==> run_1/pins.png <==
Pins as bars across the die edge, other pins in gray.
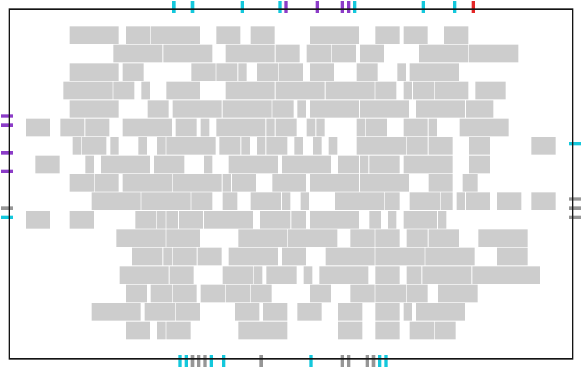
==> run_1/metal_stack.png <==
Bar = 20 um.
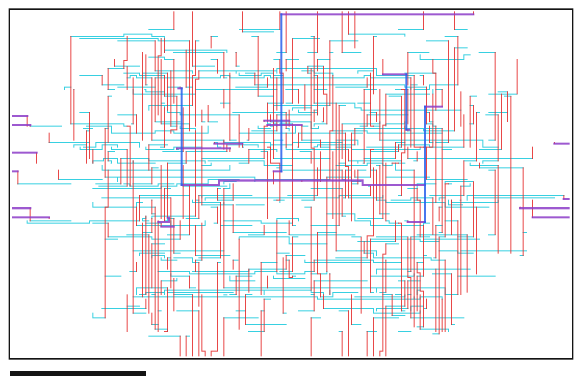
==> run_1/clock_map.png <==
Bar = 20 um.
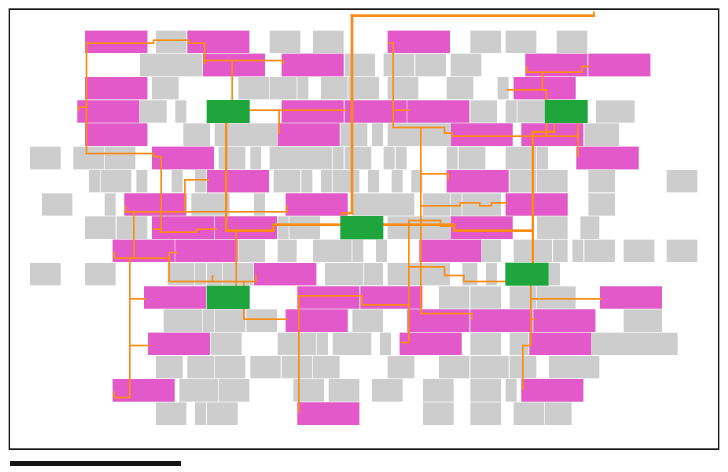
===== config.mk =====
export PLATFORM = sky130hd
export DESIGN_NAME = shift_add_mult8_flat
export DESIGN_NICKNAME = d
export VERILOG_FILES = /design/src/rtl/shift_add_mult8_pkg.sv /design/src/rtl/shift_add_mult8_if.sv /design/src/rtl/shift_add_mult8_adder8.sv /design/src/rtl/shift_add_mult8.sv /design/src/flat_wrapper.sv
export SDC_FILE = /design/constraint.sdc
export NUM_CORES = 1
export LEC_CHECK = 0
export ABC_AREA = 0
export CAP_MARGIN = 20
export CORE_ASPECT_RATIO = 0.6
export CORE_MARGIN = 2
export CORE_UTILIZATION = 50
export DETAILED_ROUTE_END_ITERATION = 7
export GPL_ROUTABILITY_DRIVEN = 0
export PLACE_DENSITY = 0.81
export SYNTH_ARGS = -nofsm -noshare
export SYNTH_HDL_FRONTEND = slang
export SYNTH_SLANG_ARGS = --single-unit

===== constraint.sdc =====
create_clock -name clk -period 5.1 [get_ports clk]
set_input_delay 1.02 -clock clk [delete_from_list [all_inputs] [get_ports clk]]
set_output_delay 1.02 -clock clk [all_outputs]
set_load 0.1 [all_outputs]

===== src/rtl/shift_add_mult8_pkg.sv =====
// Shared encodings for the shift-and-add multiplier: controller states and
// iteration count.
package shift_add_mult8_pkg;

    typedef enum logic [1:0] {
        ST_IDLE = 2'd0,
        ST_RUN  = 2'd1,
        ST_DONE = 2'd2
    } state_t;

    localparam int MUL_ITER = 8;
    localparam int CNT_W    = $clog2(MUL_ITER);

endpackage


===== src/rtl/shift_add_mult8_if.sv =====
// Start/done handshake bundle between a controller (master) and the
// multiplier (slave).
interface shift_add_mult8_if;

    logic        start;
    logic [7:0]  a;
    logic [7:0]  b;
    logic        busy;
    logic        done;
    logic [15:0] product;

    modport master (output start, a, b, input busy, done, product);
    modport slave  (input start, a, b, output busy, done, product);

endinterface


===== src/rtl/shift_add_mult8_adder8.sv =====
// Adder8: fixed-width 8-bit ripple-carry adder, one full-adder stage per bit.
module shift_add_mult8_adder8 (
    input  logic [7:0] a,
    input  logic [7:0] b,
    input  logic       cin,
    output logic [7:0] sum,
    output logic       cout
);

    logic [8:0] c;

    assign c[0] = cin;

    for (genvar i = 0; i < 8; i++) begin : g_fa
        assign sum[i]   = a[i] ^ b[i] ^ c[i];
        assign c[i+1]   = (a[i] & b[i]) | (c[i] & (a[i] ^ b[i]));
    end

    assign cout = c[8];

endmodule


===== src/rtl/shift_add_mult8.sv =====
// Sequential 8x8 unsigned multiplier: one Adder8 add plus right shift per
// cycle over 8 iterations, with a start/busy/done handshake.
//
// state   | meaning
// IDLE    | waiting for start; operands captured on acceptance
// RUN     | one add-and-shift per edge, 8 edges
// DONE    | product valid, done high for this single cycle
module shift_add_mult8
    import shift_add_mult8_pkg::*;
(
    input  logic              clk,
    input  logic              rst,
    shift_add_mult8_if.slave  bus
);

    state_t             state;
    logic [7:0]         mcand;
    // {acc, mplr}; the carry bit of the 17-bit view is always zero after the
    // shift, so it is not stored.
    logic [15:0]        p;
    logic [CNT_W-1:0]   cnt;
    logic [15:0]        product_r;

    logic [7:0]         addend;
    logic [7:0]         sum;
    logic               cout;
    logic [15:0]        p_next;

    assign addend = p[0] ? mcand : 8'h00;

    shift_add_mult8_adder8 u_adder8 (
        .a    (p[15:8]),
        .b    (addend),
        .cin  (1'b0),
        .sum  (sum),
        .cout (cout)
    );

    // Cout lands in bit 15 so no carry is lost.
    assign p_next = {cout, sum, p[7:1]};

    always_ff @(posedge clk) begin
        if (rst) begin
            state     <= ST_IDLE;
            mcand     <= '0;
            p         <= '0;
            cnt       <= '0;
            product_r <= '0;
        end else begin
            case (state)
                ST_IDLE: begin
                    if (bus.start) begin
                        mcand <= bus.a;
                        p     <= {8'h00, bus.b};
                        cnt   <= '0;
                        state <= ST_RUN;
                    end
                end
                ST_RUN: begin
                    p   <= p_next;
                    cnt <= cnt + 1'b1;
                    if (cnt == CNT_W'(MUL_ITER - 1)) begin
                        product_r <= p_next;
                        state     <= ST_DONE;
                    end
                end
                ST_DONE: state <= ST_IDLE;
                default: state <= ST_IDLE;
            endcase
        end
    end

    assign bus.busy    = (state == ST_RUN);
    assign bus.done    = (state == ST_DONE);
    assign bus.product = product_r;

endmodule


===== src/flat_wrapper.sv =====
// flat-port wrapper written by rule: the top's interface ports become plain ports
module shift_add_mult8_flat import shift_add_mult8_pkg::*;
  (clk, rst, bus_start, bus_a, bus_b, bus_busy, bus_done, bus_product);
  shift_add_mult8_if bus_i ();
  input  logic clk;
  input  logic rst;
  input wire logic [$bits(bus_i.start)-1:0] bus_start;
  input wire logic [$bits(bus_i.a)-1:0] bus_a;
  input wire logic [$bits(bus_i.b)-1:0] bus_b;
  output wire logic [$bits(bus_i.busy)-1:0] bus_busy;
  output wire logic [$bits(bus_i.done)-1:0] bus_done;
  output wire logic [$bits(bus_i.product)-1:0] bus_product;
  assign bus_i.start = bus_start;
  assign bus_i.a = bus_a;
  assign bus_i.b = bus_b;
  assign bus_busy = bus_i.busy;
  assign bus_done = bus_i.done;
  assign bus_product = bus_i.product;
  shift_add_mult8 u_core (.clk(clk), .rst(rst), .bus(bus_i));
endmodule

==> metrics.cfg, run 1 <==
[timing]
skew_ps=6.25
fmaxAchievable_mhz=251
worst_pin_slew_ps=981
slew_violations=0
fin_setup_tns_ps=0
slew_headroom_pct=34.4
fin_crit_ps=3990

[route]
drt_wl_total_um=3930
drc=0
routedWlPerCell_um=16.2
vias=1321

[yosys]
ys.flops=45
syn_inst=161
yosysTopAreaCellShare_pct=48.3
synth_top_cell_by_area=dfxtp_1
synthTopCellsByArea=dfxtp_1, mux2i_1, fa_1
syn_avg_cell_area_um2=11.6
synth-main-ff-cell=dfxtp_1
yosys.cell_count.top_type=dfxtp_1
edf_count=0
mappedNetlistArea_um2=1870

[clocking]
hold_buffers=0
cts_buffers=5
clkLatencyLatePin_ps=300
cts.sinks=45
cts_tree=built
ctsResizeCount=0
clk_pin_slew_worst_paths_ps=80

[floorplanning]
std_cell_rows=17
die_area_um2=4250
tap_cells=47
io_pins=37

[final_layout]
diodes=0
clock_cell_area_share_pct=3.54
fillers=292
flops=45
seq-cell-share_pct=38.6
bufAreaShareNonClock_pct=16.6
biggestCellCategory=flip-flops and latches
nClkBuffers=6

[setup_path]
cpMostUsedCell=fa_1
end_kind=flop
startpoint=u_core.p[0]
crit_slowest_cell=dfxtp_1
start_kind=flop

[hold_path]
min_from=u_core.p[11]

[placed_design]
dp_hpwl_um=2790
io_buffers=36

[status]
status=complete, no violations

[global_routing]
grt_pass1_vias=1433
grt_pass1_wl_um=6900
antenna_found_initial=0
gr-usage-all-layers_pct=21.1

[power]
finalPower_uw=663

Back to the opening pictures, pins.png:
color	port	pins	direction	edge
purple	`bus_a`	8	input	4 west, 4 north
red	`clk`	1	input	north
cyan	`bus_product`	16	output	7 south, 7 north, 1 west, 1 east

Back to the opening pictures, metal_stack.png:
color	layer	wire length
red	met2	1,800 um
purple	met3	132 um
blue	met4	62.6 um
cyan	met1	1,930 um

Back to the opening pictures, clock_map.png:
[orange] clock wires | length: 514 um
[green] cells driving clock nets | count: 5
[magenta] flip-flops | count: 45
routed clock nets	6

==> run 1: logic make-up (layout without fill, tap and decap cells) <==
group | count (synthesis) | after routing | synth area share (%)
adders and majority gates | 10 | 10 | 9.52
buffers and inverters | 20 | 55 | 5.43
muxes | 17 | 17 | 9.19
and+or+nand+nor | 32 | 32 | 8.32
DFF | 45 | 45 | 48.3
AOI/OAI and AO/OA | 37 | 37 | 19.2
==> run 1: state kept, by name, indices dropped and copies added, names as in the netlist <==
signal,flops
u_core.bus.product,16
u_core.p,16
u_core.cnt,3
u_core.mcand,8
u_core.state,2
==> run 1: cells in the final DEF, fill, tap and decap left out, types with 2 or more instances in the layout <==
cell type        count
ha_1                 3
clkbuf_8             5
dfxtp_1             45
o2bb2ai_1           16
nand2_1              7
clkdlybuf4s50_1     36
clkinv_2             2
inv_1                9
nor3b_2              2
fa_1                 7
nor2_1              17
a22o_1              10
a211oi_2             8
mux2i_1             16
==> run 1: power breakdown <==
| group | internal (mW) | leakage, nW | switching, mW | total [mW] |
|---|---|---|---|---|
| sequential | 0.363 | 0.366 | 0.0128 | 0.376 |
| combinational | 0.0362 | 0.410 | 0.0378 | 0.0740 |
| clock | 0.0951 | 0.0450 | 0.118 | 0.213 |
==> run 1: metal layers <==
metal | GRT usage (%) | wire [um] | vias to the layer above
li1 | - | - | 630
met1 | 27.1 | 1930 | 651
met2 | 33.9 | 1800 | 31
met3 | 5.49 | 132 | 9
met4 | 9.84 | 62 | 0
met5 | 0 | 0 | -
==> run 1: critical path: cells and delay by family, from the launching register on <==
kind,cells,cell delay [ps]
buffers and inverters,1,50
AND/OR/NAND/NOR,1,180
flip-flops,1,510
adder cells (fa/ha/maj),8,2980
AND-OR/OR-AND,1,200
==> run 2, diff against run 1 <==
- clock period: 5.1 -> 3.7 ns (I/O delays scaled with it)
==> run_2/pins.png <==
Pins as bars across the die edge, other pins in gray.
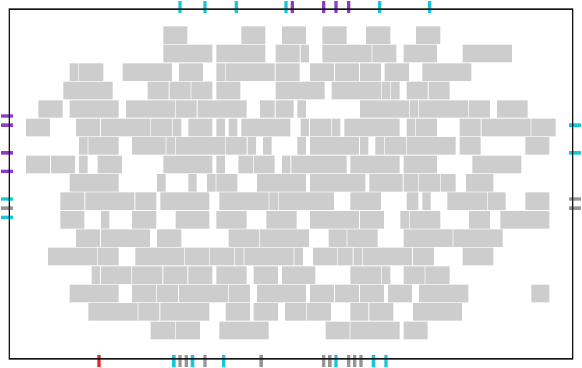
color	port	pins	direction	edge
red	`clk`	1	input	south
cyan	`bus_product`	16	output	6 south, 6 north, 2 east, 2 west
purple	`bus_a`	8	input	4 west, 4 north

==> metrics.cfg, run 2 <==
[status]
status=complete, no violations

[yosys]
yosys_cells=161
syn_avg_cell_area_um2=11.6
yosys.cell_count.top_type=dfxtp_1
synth_top_cell_by_area=dfxtp_1
yosysTopAreaCellShare_pct=48.3
synthTopCellsByArea=dfxtp_1, mux2i_1, fa_1
syn_inst=161
synth-main-ff-cell=dfxtp_1
edf_count=0
ys.flops=45
mappedNetlistArea_um2=1870

[timing]
skew_ps=7.54
slew_headroom_pct=34.8
setup_viol=0
slew_violations=0
worst_pin_slew_ps=974
fmaxAchievable_mhz=279
fin_crit_ps=3580
rsz0062_at_grt=no

[route]
highest_layer=met4
wl_met1_um=1850
dr.pass1.iters=4
met3WireLength_um=181
vias=1296
wl_met2_um=1750
drt_wl_total_um=3810
drc=0
routedWlPerCell_um=15.6

[hold_path]
holdPathEnd=u_core.bus.product[14]
min_from=u_core.bus.product[14]

[final_layout]
diodes=0
layout_top_cell=dfxtp_1
nets=226
lay_top_cells=dfxtp_1, clkdlybuf4s50_1, nor2_1, mux2i_1, o2bb2ai_1
fillers=274

[setup_path]
start_kind=flop
cp.arrival_ps=3750
endpoint=u_core.p[14]
cpMostUsedCell=fa_2
end_kind=flop
reg2reg_depth=11
crit_slowest_cell=fa_1
criticalPathCategory=flop to flop
startpoint=u_core.mcand[0]
max_stage_delay_ps=520

[floorplanning]
die_area_um2=4250
io_pins=37
initCoreUtil_pct=51.6
std_cell_rows=17
fp.dieW_um=82.9

[placed_design]
dp_hpwl_um=2770
io_buffers=36
placedCellCount=237

[clocking]
cts_root_buf=clkbuf_8
hold_buffers=0
clk_pin_slew_worst_paths_ps=80
cts_tree=built
cts_buffers=5
clkLatencyLatePin_ps=300
cts.sinks=45
ctsResizeCount=2

[global_routing]
use_met3_pct=5.33
gr-usage-all-layers_pct=19.6
grt_pass1_wl_um=6390
antenna_found_initial=0
grt_most_used_layer=met2
gr-usage-met1_pct=25.6
grt_pass1_vias=1337
use_met2_pct=31.6
grt_max_degree=22

[power]
p_sw_uw=225
p_comb_share_pct=11.2
finalPower_uw=924
sw_frac_of_total_pct=24.4
seqPwrFrac_pct=55.9
p_int_uw=699
p_clk_share_pct=32.9

[job]
drv_cap=0

run 2: cell counts after synthesis:
No cell type changed its count.
run 2: kinds of logic (layout without fill, tap and decap cells):
group	Yosys count	count (layout)	share of synthesized area [%]
flip-flops	45	45	48.3
AND-OR/OR-AND	37	37	19.2
AND/OR/NAND/NOR	32	32	8.32
buffers and inverters	20	56	5.43
multiplexers	17	17	9.19
adder cells (fa/ha/maj)	10	10	9.52
run 2: power by group through the flow:
stage | logic [mW] | registers [mW] | clock network (mW)
after detailed placement | 0.103 | 0.528 | 0
after global routing | 0.113 | 0.519 | 0.325
final | 0.103 | 0.517 | 0.304
after floorplan | 0.0771 | 0.520 | 0
after CTS | 0.104 | 0.517 | 0.309
after global placement | 0.0993 | 0.527 | 0
run 2: cell type report:
| cell class | instances | area, um2 | share of cell area, % |
|---|---|---|---|
| clock buffer | 7 | 86.3 | 3.70 |
| inverter | 10 | 37.5 | 1.61 |
| multi-input combinational | 96 | 873 | 37.4 |
| sequential | 45 | 901 | 38.6 |
| tap | 47 | 58.8 | 2.52 |
| timing repair buffer | 39 | 378 | 16.2 |
run 2: through the flow:
step / setup WS [ps] / cell area, um2 / TNS, ps / hold slack [ps]
finish: 122 / 2330 / 0 / 470
detailed placement: -46.9 / 2240 / -90.3 / 449
global route: 28.8 / 2330 / 0 / 480
CTS: 22.4 / 2330 / 0 / 469
global placement: 123 / 2240 / 0 / 444
floorplan: 18.2 / 1870 / 0 / 432
run 2: worst max-delay path, delay by kind of cell, from the launching register on:
family,cells,cell delay [ps]
AND-OR/OR-AND,1,60
adder cells (fa/ha/maj),8,2840
buffers and inverters,1,50
flip-flops,1,350
AND/OR/NAND/NOR,1,150
Power and IR drop assume default switching activity.
